--- src/rtl/reg_wb_pkg.sv ---
// Shared definitions for the register-file writeback arbiter.
// wb_stage_t is the write-stage record at the core's default widths.
package reg_wb_pkg;

  localparam int DATA_W_DEF = 32;
  localparam int ADDR_W_DEF = 5;
  localparam int NREGS      = 32;

  typedef struct packed {
    logic                  en;
    logic [ADDR_W_DEF-1:0] addr;
    logic [DATA_W_DEF-1:0] data;
  } wb_stage_t;

endpackage

--- src/rtl/reg_wb_arbiter_rr_arbiter.sv ---
// Round-robin arbiter: the search starts at the pointer, and the pointer
// moves to the slot after the winner whenever a grant is taken.
module rr_arbiter #(
  parameter  int NUM_REQ = 3,
  localparam int IDX_W   = $clog2(NUM_REQ)
) (
  input  logic               clk,
  input  logic               rst,
  input  logic [NUM_REQ-1:0] req,
  input  logic               advance,
  output logic [NUM_REQ-1:0] grant,
  output logic [IDX_W-1:0]   grant_idx
);

  logic [IDX_W-1:0] ptr;
  logic             found;
  int               idx;

  // Priority search in rotated order; nothing is granted while in reset.
  always_comb begin
    grant     = '0;
    grant_idx = '0;
    found     = 1'b0;
    idx       = 0;
    for (int k = 0; k < NUM_REQ; k++) begin
      idx = int'(ptr) + k;
      if (idx >= NUM_REQ) idx = idx - NUM_REQ;
      if (!found && !rst && req[idx]) begin
        found      = 1'b1;
        grant[idx] = 1'b1;
        grant_idx  = IDX_W'(idx);
      end
    end
  end

  // Move the pointer past the winner on a taken grant; hold otherwise.
  always_ff @(posedge clk) begin
    if (rst) begin
      ptr <= '0;
    end else if (advance) begin
      if (grant_idx == IDX_W'(NUM_REQ - 1)) ptr <= '0;
      else                                  ptr <= grant_idx + IDX_W'(1);
    end
  end

endmodule

--- src/rtl/reg_wb_arbiter.sv ---
// Writeback arbiter for the register-file write port, with a registered
// write stage and a pending-write scoreboard for RAW stalls in decode.
// Optional macro WB_BYPASS_EN adds same-cycle forwarding of the write stage
// to the two decode source checks.
module reg_wb_arbiter
  import reg_wb_pkg::*;
#(
  parameter int NUM_REQ = 3,
  parameter int DATA_W  = DATA_W_DEF,
  parameter int ADDR_W  = ADDR_W_DEF
) (
  input  logic                      clk,
  input  logic                      rst,
  input  logic [NUM_REQ-1:0]        req_valid,
  output logic [NUM_REQ-1:0]        req_ready,
  input  logic [NUM_REQ*ADDR_W-1:0] req_addr,
  input  logic [NUM_REQ*DATA_W-1:0] req_data,
  input  logic                      issue_valid,
  input  logic [ADDR_W-1:0]         issue_addr,
  input  logic [ADDR_W-1:0]         chk_addr_a,
  input  logic [ADDR_W-1:0]         chk_addr_b,
  output logic                      chk_busy_a,
  output logic                      chk_busy_b,
`ifdef WB_BYPASS_EN
  output logic                      fwd_hit_a,
  output logic                      fwd_hit_b,
  output logic [DATA_W-1:0]         fwd_data_a,
  output logic [DATA_W-1:0]         fwd_data_b,
`endif
  output logic                      rf_write_en,
  output logic [ADDR_W-1:0]         rf_write_addr,
  output logic [DATA_W-1:0]         rf_write_data
);

  localparam int IDX_W   = $clog2(NUM_REQ);
  localparam int SB_BITS = 1 << ADDR_W;

  typedef struct packed {
    logic              en;
    logic [ADDR_W-1:0] addr;
    logic [DATA_W-1:0] data;
  } wr_stage_t;

  logic [IDX_W-1:0]   grant_idx;
  logic               xfer;
  logic [ADDR_W-1:0]  sel_addr;
  logic [DATA_W-1:0]  sel_data;
  wr_stage_t          wr_q;
  logic [SB_BITS-1:0] sb_q;
  logic [SB_BITS-1:0] sb_nxt;

  rr_arbiter #(.NUM_REQ(NUM_REQ)) u_rr (
    .clk       (clk),
    .rst       (rst),
    .req       (req_valid),
    .advance   (xfer),
    .grant     (req_ready),
    .grant_idx (grant_idx)
  );

  assign xfer     = |(req_valid & req_ready);
  assign sel_addr = req_addr[int'(grant_idx)*ADDR_W +: ADDR_W];
  assign sel_data = req_data[int'(grant_idx)*DATA_W +: DATA_W];

  // Write stage: capture the winner; writes to register 0 never enable.
  always_ff @(posedge clk) begin
    if (rst) begin
      wr_q <= '0;
    end else if (xfer) begin
      wr_q.en   <= (sel_addr != '0);
      wr_q.addr <= sel_addr;
      wr_q.data <= sel_data;
    end else begin
      wr_q.en <= 1'b0;
    end
  end

  // Reset drops a write that is sitting in the stage in the same cycle.
  assign rf_write_en   = wr_q.en & ~rst;
  assign rf_write_addr = wr_q.addr;
  assign rf_write_data = wr_q.data;

  // Next scoreboard: retire the current writeback, then a new issue to the
  // same register re-marks it since the newer producer is still in flight.
  always_comb begin
    sb_nxt = sb_q;
    if (rf_write_en) sb_nxt[rf_write_addr] = 1'b0;
    if (issue_valid && issue_addr != '0) sb_nxt[issue_addr] = 1'b1;
    sb_nxt[0] = 1'b0;
  end

  // Scoreboard register.
  always_ff @(posedge clk) begin
    if (rst) sb_q <= '0;
    else     sb_q <= sb_nxt;
  end

`ifdef WB_BYPASS_EN
  assign fwd_hit_a  = rf_write_en && (rf_write_addr == chk_addr_a);
  assign fwd_hit_b  = rf_write_en && (rf_write_addr == chk_addr_b);
  assign fwd_data_a = rf_write_data;
  assign fwd_data_b = rf_write_data;
  assign chk_busy_a = sb_q[chk_addr_a] & ~fwd_hit_a;
  assign chk_busy_b = sb_q[chk_addr_b] & ~fwd_hit_b;
`else
  assign chk_busy_a = sb_q[chk_addr_a];
  assign chk_busy_b = sb_q[chk_addr_b];
`endif

endmodule

--- config.mk ---
export PLATFORM = sky130hd
export DESIGN_NAME = reg_wb_arbiter
export DESIGN_NICKNAME = d
export VERILOG_FILES = /design/src/rtl/reg_wb_pkg.sv /design/src/rtl/reg_wb_arbiter_rr_arbiter.sv /design/src/rtl/reg_wb_arbiter.sv
export SDC_FILE = /design/constraint.sdc
export NUM_CORES = 1
export LEC_CHECK = 0
export ABC_AREA = 1
export ABC_CLOCK_PERIOD_IN_PS = 4900
export CORE_UTILIZATION = 49
export CTS_CLUSTER_SIZE = 16
export DETAILED_ROUTE_END_ITERATION = 8
export PLACE_DENSITY = 0.89
export SLEW_MARGIN = 20
export SYNTH_ARGS = -nofsm -noshare
export SYNTH_HDL_FRONTEND = slang
export SYNTH_SLANG_ARGS = --single-unit
--- constraint.sdc ---
create_clock -name clk -period 4.9 [get_ports clk]
set_input_delay 0.735 -clock clk [delete_from_list [all_inputs] [get_ports clk]]
set_output_delay 0.735 -clock clk [all_outputs]
set_load 0.05 [all_outputs]
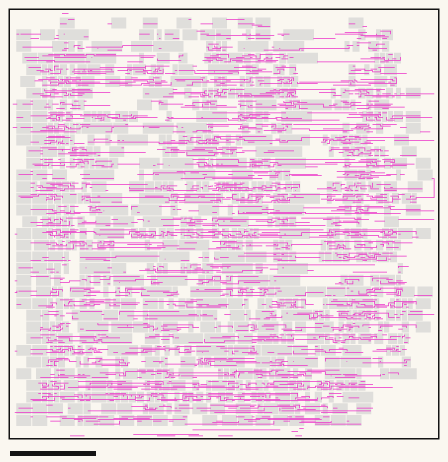
layer_met1.png
Scale bar: 20 um.
The layer carries 6080 um of wire. The wires run mostly horizontal.
WL final: 15200 um
Vias: 5379
grt met1 use: 0.385

==> reports/qor.txt <==
ordered list of cells on the worst path - clkdlybuf4s50_1 > inv_1 > a21oi_1 > o21ai_0 > nand3_1 > o21ai_0 > o21ai_0 > nor2_1 > a31oi_1 > clkdlybuf4s50_1
area delta synth->final - 35.2%
Avg Inst Size Synth - 6.48 um^2
CTS tree - yes
Startpoint Class - input pin
power in the clock group - 543 uW
Final Max Tran Viols - 0
clock network fraction of total power - 0.179
sequential share of cell area - 0.225
P_int - 1.59 mW
Mux cell area share - 0
largest area contributor in the netlist - dfxtp_1
hold_buf cts - 0
global-route wire length before repair - 24600 um
ys async rst share - 0
Sw Share - 0.476
flop count - 71
chip area - 9920 um^2
Num CTS Buffers - 9
xor+xnor area frac - 0
met3 Track Usage GR - 0.0604
Pwr top - combinational cells
Netlist cell types - 33
post-layout util - 0.683
YS warnings - 0
vias in the first global route - 5129
syn_nets - 856
GRT Residual Overflow - 0
CP required - 4.16 ns
EDFF count, synth - 0
Slew headroom - 0.252
# Cells Yosys - 720
WL met2 - 7330 um
CLK BUF - 11
I/O pin cnt - 175
Slowest-stage cell, CP - clkdlybuf4s50_1
Setup crit end - chk_busy_a
clk_skew - 0.00813 ns
wire per inst - 15.7 um
Syn Inst Count - 720
Leakage - 2.41 nW
flop-to-flop setup slack - 1.94 ns
comb pwr - 1.70 mW
most numerous cell in the Yosys netlist - nor2_1
Iter 0 DRT Violations - 372
FP Util - 0.505
ANT nets after route - 0
drt first pass iters - 5
unrepaired setup endpoints after global routing - false
Core Rows - 35
max FFs per register - 32
pre-CTS setup slack - 0.684 ns
power per cell area - 481 nW/um^2
layout cells sized above 1 - 0.0595
Max stage delay on crit path - 0.82 ns
Post-Synth AOI/OAI Area - 0.274
crit path time final - 4.23 ns
post-DP HPWL - 11500 um
Seq group - 792 uW
critical path fanouts, max - 17
TAP cells - 129
Resized cells post-CTS - 0
Buf/Inv on CP - 3
Synth Seq Share - 0.305
Post-CTS Repair Setup Buffers - 0
Total GRT Usage - 0.315
finished layout cell area - 6310 um^2
Clock Sinks - 71
DRT met1 WL - 6080 um
non-filler instance count after layout - 970
largest net degree at the start of global routing - 48
Max Used Layer - met4
post-synth area from yosys stat - 4670 um^2
status - finished, final reports clean
Combinational Power Share - 0.560
initial antenna violation count - 0
Die H - 99.6 um
Clock transition at path regs - 0.07 ns
Worst setup EP type - primary output
maximum level of the CTS H-tree - 3
crit path DAT - 3.49 ns
tool warnings - 29
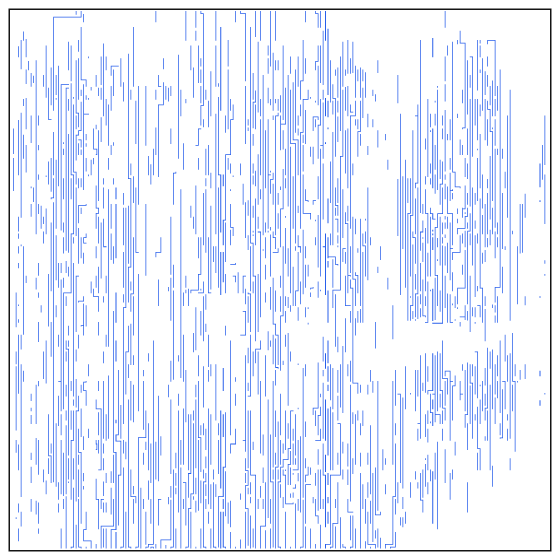
layer_met2.png
784 nets have wire on it. The layer carries 7330 um of wire.
met2 Usage GRT: 0.540

Power and IR drop assume default switching activity.
